Figure 1. Cell classes on the final placement (run 1).
Scale: 4 px per um.
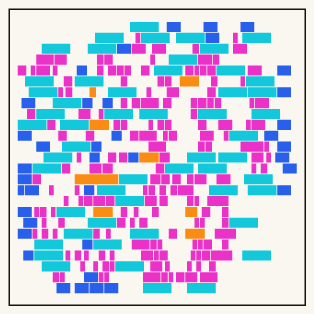
Figure 2. Cell density map (run 1).
Scale: 4 px per um. 7 x 7 tiles, from black (low) to pale yellow (high), 0 to 100% covered.
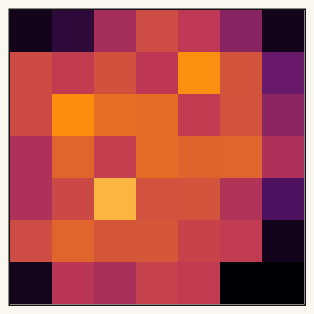
Figure 3. Clock routing (run 1).
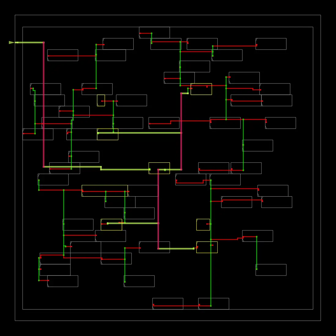
==> config.mk <==
export PLATFORM = sky130hd
export DESIGN_NAME = spi_slave_xcvr
export DESIGN_NICKNAME = d
export VERILOG_FILES = /design/src/rtl/spi_pkg.sv /design/src/rtl/sync2.sv /design/src/rtl/spi_slave_xcvr.sv
export SDC_FILE = /design/constraint.sdc
export NUM_CORES = 1
export LEC_CHECK = 0
export CAP_MARGIN = 25
export CORE_MARGIN = 1.5
export CORE_UTILIZATION = 44
export DETAILED_ROUTE_END_ITERATION = 10
export PLACE_DENSITY_LB_ADDON = 0.15
export SLEW_MARGIN = 25
export SYNTH_ARGS = -nofsm -noshare
export SYNTH_HDL_FRONTEND = slang
export SYNTH_SLANG_ARGS = --single-unit
==> constraint.sdc <==
create_clock -name clk -period 2.1 [get_ports clk]
set_clock_uncertainty 0.15 [all_clocks]
set_input_delay 0.42 -clock clk [delete_from_list [all_inputs] [get_ports clk]]
set_output_delay 0.42 -clock clk [all_outputs]
set_load 0.02 [all_outputs]
==> flow report, run 1 <==
DRT
----------------------------------------------------------------------------------------
Routed metal-1 wirelength .................................................      2.22 mm
Via-per-instance ratio ....................................................         5.15
Drt drc ...................................................................            0
Starting DRC count in detailed routing ....................................          109
First-pass iteration count of the detailed router .........................            4
Highest signal layer in the routed design .................................         met4
Antenna Violating Nets Remaining ..........................................            0

GLOBAL ROUTE
----------------------------------------------------------------------------------------
GRT overflow ..............................................................            0
Fraction of met3 tracks used by global routing ............................        4.66%
Number of global-route vias before repair .................................        1,574
GR met1 Demand/Resource ...................................................        24.6%
GRT Util Overall ..........................................................        17.1%
Maximum number of pins on one net before global-route repair ..............           22

CTS
----------------------------------------------------------------------------------------
Clock transition at the registers of the reported paths ...................      0.09 ns
Number of cells upsized or downsized after cts ............................            0
Clock latency of the later-clocked register in the worst-skew pair ........      0.31 ns
Root Buffer Master ........................................................     clkbuf_8
Post-CTS repair timing setup buffer count .................................            0
Cts-stage hold buffer count ...............................................            0

FINAL LAYOUT
----------------------------------------------------------------------------------------
Layout net count ..........................................................          289
Top logic cell by instance count in the layout ............................      dfxtp_1
Share of final-layout standard cells stronger than drive strength 1 .......        13.3%
FF/Latch Area .............................................................    1060 um^2
Signal buffers ............................................................           38
Buffering overhead ........................................................        13.2%
Area added between synthesis and finish ...................................        20.8%
Commonest non-fill, non-tap cells in the layout ........................... dfxtp_1, nand2_1, a21oi_1
Antenna fix cells .........................................................            0
Clock Network Area Fraction ...............................................        4.25%

FLOORPLAN
----------------------------------------------------------------------------------------
Die Size ..................................................................    5420 um^2
Inserted tap cell count ...................................................           67
Cell Rows .................................................................           25
Height of the chip ........................................................      73.6 um

PWR
----------------------------------------------------------------------------------------
Portion of total power attributed to combinational logic ..................         7.9%
Internal portion of total power ...........................................    0.00147 W
Sw Pwr ....................................................................   0.000441 W
Flop+latch power ..........................................................    0.00106 W
Power density cells .......................................................  719 nW/um^2
Proportion of power drawn by flip-flops and latches .......................        55.5%
Worst VDD drop ............................................................   0.000389 V
Clock power frac ..........................................................        36.6%

FLOW RUN
----------------------------------------------------------------------------------------
Tool warnings .............................................................           27

SETUP PATH
----------------------------------------------------------------------------------------
CP cell instances ......................................................... clkdlybuf4s50_1
Critical path data arrival time ...........................................      1.29 ns
Reg2Reg Setup Slack .......................................................      0.27 ns
Crit-path max cell delay ..................................................      0.62 ns
Crit end category .........................................................   output pin
Category of cells accounting for the largest share of critical-path delay . buffers and inverters
Startpoint types ..........................................................    flip-flop
Critical Path Fanout Max ..................................................            3
Slowest cell on the critical path ......................................... clkdlybuf4s50_1
Logic depth of the worst setup path including buffers .....................            1
Bufs and invs on worst path ...............................................            1

STA
----------------------------------------------------------------------------------------
Setup_tns .................................................................         0 ns
Worst Tran Pin Value ......................................................     0.420 ns
Final Max Tran Viols ......................................................            0
Remaining max-slew budget at the tightest pin .............................        72.0%
Clock period minus worst slack ............................................      1.86 ns

YOSYS
----------------------------------------------------------------------------------------
Synth Instances ...........................................................          244
Synth top area cells ...................................................... dfxtp_1, a21oi_1, nand2_1
Count of warnings emitted by yosys ........................................            0
Share of async-settable or async-resettable flops after synthesis .........           0%
Portion of synthesized cell area occupied by the leading cell type ........        48.4%
AND-OR/OR-AND share of the synthesized area ...............................        19.2%
Synthesized registers .....................................................           53
Top cell types by occurrence after synthesis .............................. dfxtp_1, a21oi_1, nand2_1, nor2_1
Flip-flops with a built-in enable .........................................            0
Area fraction in and, or, nand and nor cells after synthesis ..............        20.3%
Synthesized netlist net count .............................................          263
Most used standard cell by instance count after synthesis .................      dfxtp_1
Cell count in the Yosys report ............................................          244
Post-synth cell types .....................................................           36
Area share of xor/xnor cells in the synthesized design ....................       0.399%
Mean instance size in the synthesized netlist .............................    8.99 um^2
Seq/Total Area, Yosys .....................................................        48.4%
Main logic family after synthesis ......................................... simple AND/OR/NAND/NOR gates

HOLD PATH
----------------------------------------------------------------------------------------
Hold/Removal Path Class ................................................... flip-flop to flip-flop
Number of cells traversed by the worst hold path ..........................            1

STATUS
----------------------------------------------------------------------------------------
Status .................................................................... finished, final reports clean

PLACE
----------------------------------------------------------------------------------------
Quantity of I/O buffers inserted on ports .................................           28
Count of placed standard cells including taps .............................          330
Placement-stage worst setup slack .........................................     0.298 ns

Notes on Figure 1 above:
cyan -> registers  # cells 53
blue -> remaining buffers and delay cells  # cells 38
magenta -> remaining logic cells  # cells 172
orange -> clock drivers and dummy loads  # cells 8
final core area utilization: 55.7%
core area: 4750 um^2
register fraction of the total cell area: 40.0%
final non-filler cell area: 2650 um^2

Notes on Figure 2 above:
fullest tile = 84%
nearly empty tiles = 4.1%
emptiest ninth of the die = bottom right
tiles over 75% full = 6.1%
densest ninth of the die = middle
fraction of the core area occupied by cells at floorplan: 46.1%

Notes on Figure 3 above:
number of clock buffers inserted by TritonCTS: 5
total clock network power: 0.000698 W
number of sequential cells in the layout: 53
Clock Sink Count: 53
tally of clock buffers in the finished layout: 5

==> run 2, diff against run 1 <==
- ABC_CLOCK_PERIOD_IN_PS: not set -> 2100
Figure 4. Clock routing (run 2).
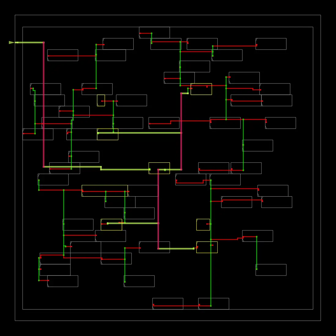
clock latency of the later-clocked register in the worst-skew pair: 0.31 ns

Figure 5. Cell classes on the final placement (run 2).
Scale: 4 px per um.
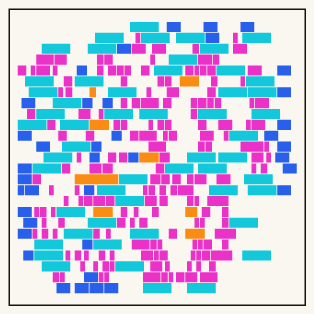
blue -> remaining buffers and delay cells  # cells 38
magenta -> remaining logic cells  # cells 172
orange -> clock drivers and dummy loads  # cells 8
cyan -> registers  # cells 53
Cell Rows: 25

==> run 2 against run 1 <==
Largest cell class unchanged. Hold slack unchanged. Wire length unchanged. Critical path depth stayed put. Via count did not move. Die size unchanged. Combinational power barely moved. Highest routed layer unchanged.
==> flow report, run 2 <==
STATUS
----------------------------------------------------------------------------------------
Status .................................................................... finished, final reports clean   unchanged

STA
----------------------------------------------------------------------------------------
Final Setup Violations ....................................................            0   unchanged
F_max .....................................................................    0.537 GHz   unchanged
Worst hold margin .........................................................     0.267 ns   unchanged
Number of hold-slack violations in the final timing report ................            0   unchanged
Final critical-path share of the clock period .............................        88.7%   unchanged
Post-route setup slack ....................................................     0.237 ns   unchanged
Remaining max-slew budget at the tightest pin .............................        72.0%   unchanged
Unrepaired setup endpoints after global routing ...........................        false   unchanged
Final Max Tran Viols ......................................................            0   unchanged
Clock period minus worst slack ............................................      1.86 ns   unchanged
Setup_tns .................................................................         0 ns   unchanged
Worst Tran Pin Value ......................................................     0.420 ns   unchanged

YOSYS
----------------------------------------------------------------------------------------
Adder Area Share ..........................................................        2.28%   unchanged
Cell count in the Yosys report ............................................          244   unchanged
Area leader, netlist ......................................................      dfxtp_1   unchanged
Most used standard cell by instance count after synthesis .................      dfxtp_1   unchanged
MUX share of area .........................................................        4.56%   unchanged
Count of warnings emitted by yosys ........................................            0   unchanged
Top cell types by occurrence after synthesis .............................. dfxtp_1, a21oi_1, nand2_1, nor2_1   unchanged
Post-synth cell types .....................................................           36   unchanged
Synth Instances ...........................................................          244   unchanged
AND-OR/OR-AND share of the synthesized area ...............................        19.2%   unchanged
Synthesized registers .....................................................           53   unchanged
Share of async-settable or async-resettable flops after synthesis .........           0%   unchanged
Main logic family after synthesis ......................................... simple AND/OR/NAND/NOR gates   unchanged
Mean instance size in the synthesized netlist .............................    8.99 um^2   unchanged
Flip-flops with a built-in enable .........................................            0   unchanged
Portion of synthesized cell area occupied by the leading cell type ........        48.4%   unchanged
Mapped Area ...............................................................    2190 um^2   unchanged
Synth top area cells ...................................................... dfxtp_1, a21oi_1, nand2_1   unchanged
Synthesized netlist net count .............................................          263   unchanged
Seq/Total Area, Yosys .....................................................        48.4%   unchanged
Area share of xor/xnor cells in the synthesized design ....................       0.399%   unchanged
Area fraction in and, or, nand and nor cells after synthesis ..............        20.3%   unchanged
Chip area line of the yosys report ........................................    2190 um^2   unchanged

PLACE
----------------------------------------------------------------------------------------
Quantity of I/O buffers inserted on ports .................................           28   unchanged
Placement-stage worst setup slack .........................................     0.298 ns   unchanged
Sum of net half-perimeters after detailed placement .......................      2.88 mm   unchanged
Total placed instance area ................................................    2540 um^2   unchanged
Final weighted congestion of routability-driven global placement ..........        0.806   unchanged
Count of placed standard cells including taps .............................          330   unchanged

SETUP PATH
----------------------------------------------------------------------------------------
Category of cells accounting for the largest share of critical-path delay . buffers and inverters   unchanged
Critical path data arrival time ...........................................      1.29 ns   about the same
Crit-path max cell delay ..................................................      0.62 ns   about the same
WS Path Type .............................................................. flip-flop to output pin   unchanged
Bufs and invs on worst path ...............................................            1   unchanged
CP cell instances ......................................................... clkdlybuf4s50_1   unchanged
Reg2Reg Setup Slack .......................................................      0.27 ns   about the same
Crit end category .........................................................   output pin   unchanged
Logic depth of the worst setup path including buffers .....................            1   unchanged
Depth of the worst register-to-register path ..............................            6   unchanged
Critical Path Fanout Max ..................................................            3   unchanged
Slowest cell on the critical path ......................................... clkdlybuf4s50_1   unchanged
Startpoint types ..........................................................    flip-flop   unchanged

FINAL LAYOUT
----------------------------------------------------------------------------------------
Top logic cell by instance count in the layout ............................      dfxtp_1   unchanged
Share of final-layout standard cells stronger than drive strength 1 .......        13.3%   unchanged
Buffering overhead ........................................................        13.2%   unchanged
FF/Latch Area .............................................................    1060 um^2   unchanged
Final core area utilization ...............................................        55.7%   unchanged
Top cell class by occupied area ........................................... flip-flops and latches   unchanged
Final non-filler cell area ................................................    2650 um^2   unchanged
Antenna fix cells .........................................................            0   unchanged
Tally of clock buffers in the finished layout .............................            5   unchanged
Commonest non-fill, non-tap cells in the layout ........................... dfxtp_1, nand2_1, a21oi_1   unchanged
Comb. cell area ...........................................................    1020 um^2   unchanged
Signal buffers ............................................................           38   unchanged
Register fraction of the total cell area ..................................        40.0%   unchanged
Number of sequential cells in the layout ..................................           53   unchanged
Non-Clock Inverter Count ..................................................            5   unchanged
Layout net count ..........................................................          289   unchanged
Area added between synthesis and finish ...................................        20.8%   unchanged
Comb gates ................................................................          167   unchanged
Comb area share ...........................................................        38.6%   unchanged
Filler Cell Count .........................................................          470   unchanged
Clock Network Area Fraction ...............................................        4.25%   unchanged

CTS
----------------------------------------------------------------------------------------
Root Buffer Master ........................................................     clkbuf_8   unchanged
Clock transition at the registers of the reported paths ...................      0.09 ns   about the same
Cts-stage hold buffer count ...............................................            0   unchanged
TritonCTS clock tree ......................................................         done   unchanged
Number of cells upsized or downsized after cts ............................            0   unchanged
Number of H-tree branching levels .........................................            2   unchanged
Number of clock buffers inserted by TritonCTS .............................            5   unchanged
Clock Sink Count ..........................................................           53   unchanged
Number of buffers between clock root and the deepest sink .................            2   unchanged
Post-CTS repair timing setup buffer count .................................            0   unchanged

FLOORPLAN
----------------------------------------------------------------------------------------
Die Size ..................................................................    5420 um^2   unchanged
Inserted tap cell count ...................................................           67   unchanged
Core area .................................................................    4750 um^2   unchanged
I/O pin count .............................................................           29   unchanged
Height of the chip ........................................................      73.6 um   unchanged
Fraction of the core area occupied by cells at floorplan ..................        46.1%   unchanged
Die W .....................................................................      73.6 um   unchanged

PWR
----------------------------------------------------------------------------------------
Largest power group .......................................................    registers   unchanged
Power of the combinational group ..........................................   0.000150 W   about the same
Leak ......................................................................      1.00 nW   unchanged
Total power draw ..........................................................    0.00191 W   unchanged
Portion of total power attributed to combinational logic ..................         7.9%   about the same
Net switching share of the total power ....................................        23.1%   unchanged
Flop+latch power ..........................................................    0.00106 W   about the same
Total clock network power .................................................   0.000698 W   about the same
Power density cells .......................................................  719 nW/um^2   unchanged
Worst VDD drop ............................................................   0.000389 V   unchanged
Internal portion of total power ...........................................    0.00147 W   unchanged
Proportion of power drawn by flip-flops and latches .......................        55.5%   about the same
Sw Pwr ....................................................................   0.000441 W   unchanged
Clock power frac ..........................................................        36.6%   about the same

GLOBAL ROUTE
----------------------------------------------------------------------------------------
Met2 usage ................................................................        24.4%   unchanged
Initial antenna violation count ...........................................            0   unchanged
GR met1 Demand/Resource ...................................................        24.6%   unchanged
Most heavily used metal layer in global routing ...........................         met1   unchanged
Fraction of met3 tracks used by global routing ............................        4.66%   unchanged
Maximum number of pins on one net before global-route repair ..............           22   unchanged
Wire length of the first global-routing pass ..............................      7.20 mm   unchanged
GRT overflow ..............................................................            0   unchanged
Number of global-route vias before repair .................................        1,574   unchanged

DRT
----------------------------------------------------------------------------------------
Highest signal layer in the routed design .................................         met4   unchanged
First-pass iteration count of the detailed router .........................            4   unchanged
Drt drc ...................................................................            0   unchanged
Via-per-instance ratio ....................................................         5.15   unchanged
Starting DRC count in detailed routing ....................................          109   unchanged
Detailed-routed wire length on met3 .......................................       166 um   unchanged
WL met2 ...................................................................      1.76 mm   unchanged
Antenna Violating Nets Remaining ..........................................            0   unchanged
Routed metal-1 wirelength .................................................      2.22 mm   unchanged

HOLD PATH
----------------------------------------------------------------------------------------
Number of cells traversed by the worst hold path ..........................            1   unchanged
Hold/Removal Path Class ................................................... flip-flop to flip-flop   unchanged

FLOW RUN
----------------------------------------------------------------------------------------
Tool warnings .............................................................           27   unchanged

Figure 6. Signal wires by layer (run 2).
Scale: 4 px per um.
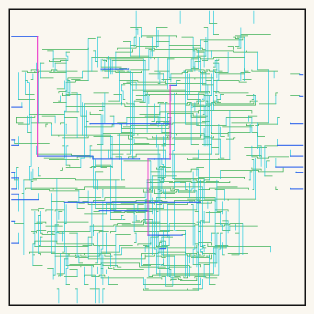
green -> M1  # wire length 2,220 um
magenta -> M4  # wire length 67.3 um
blue -> M3  # wire length 167 um
cyan -> M2  # wire length 1,760 um
GRT Util Overall: 17.1%
Total Wirelength: 4.21 mm
DR WL/cell: 12.4 um
vias after detailed routing: 1,740

Power is estimated from default activity; no workload was simulated.
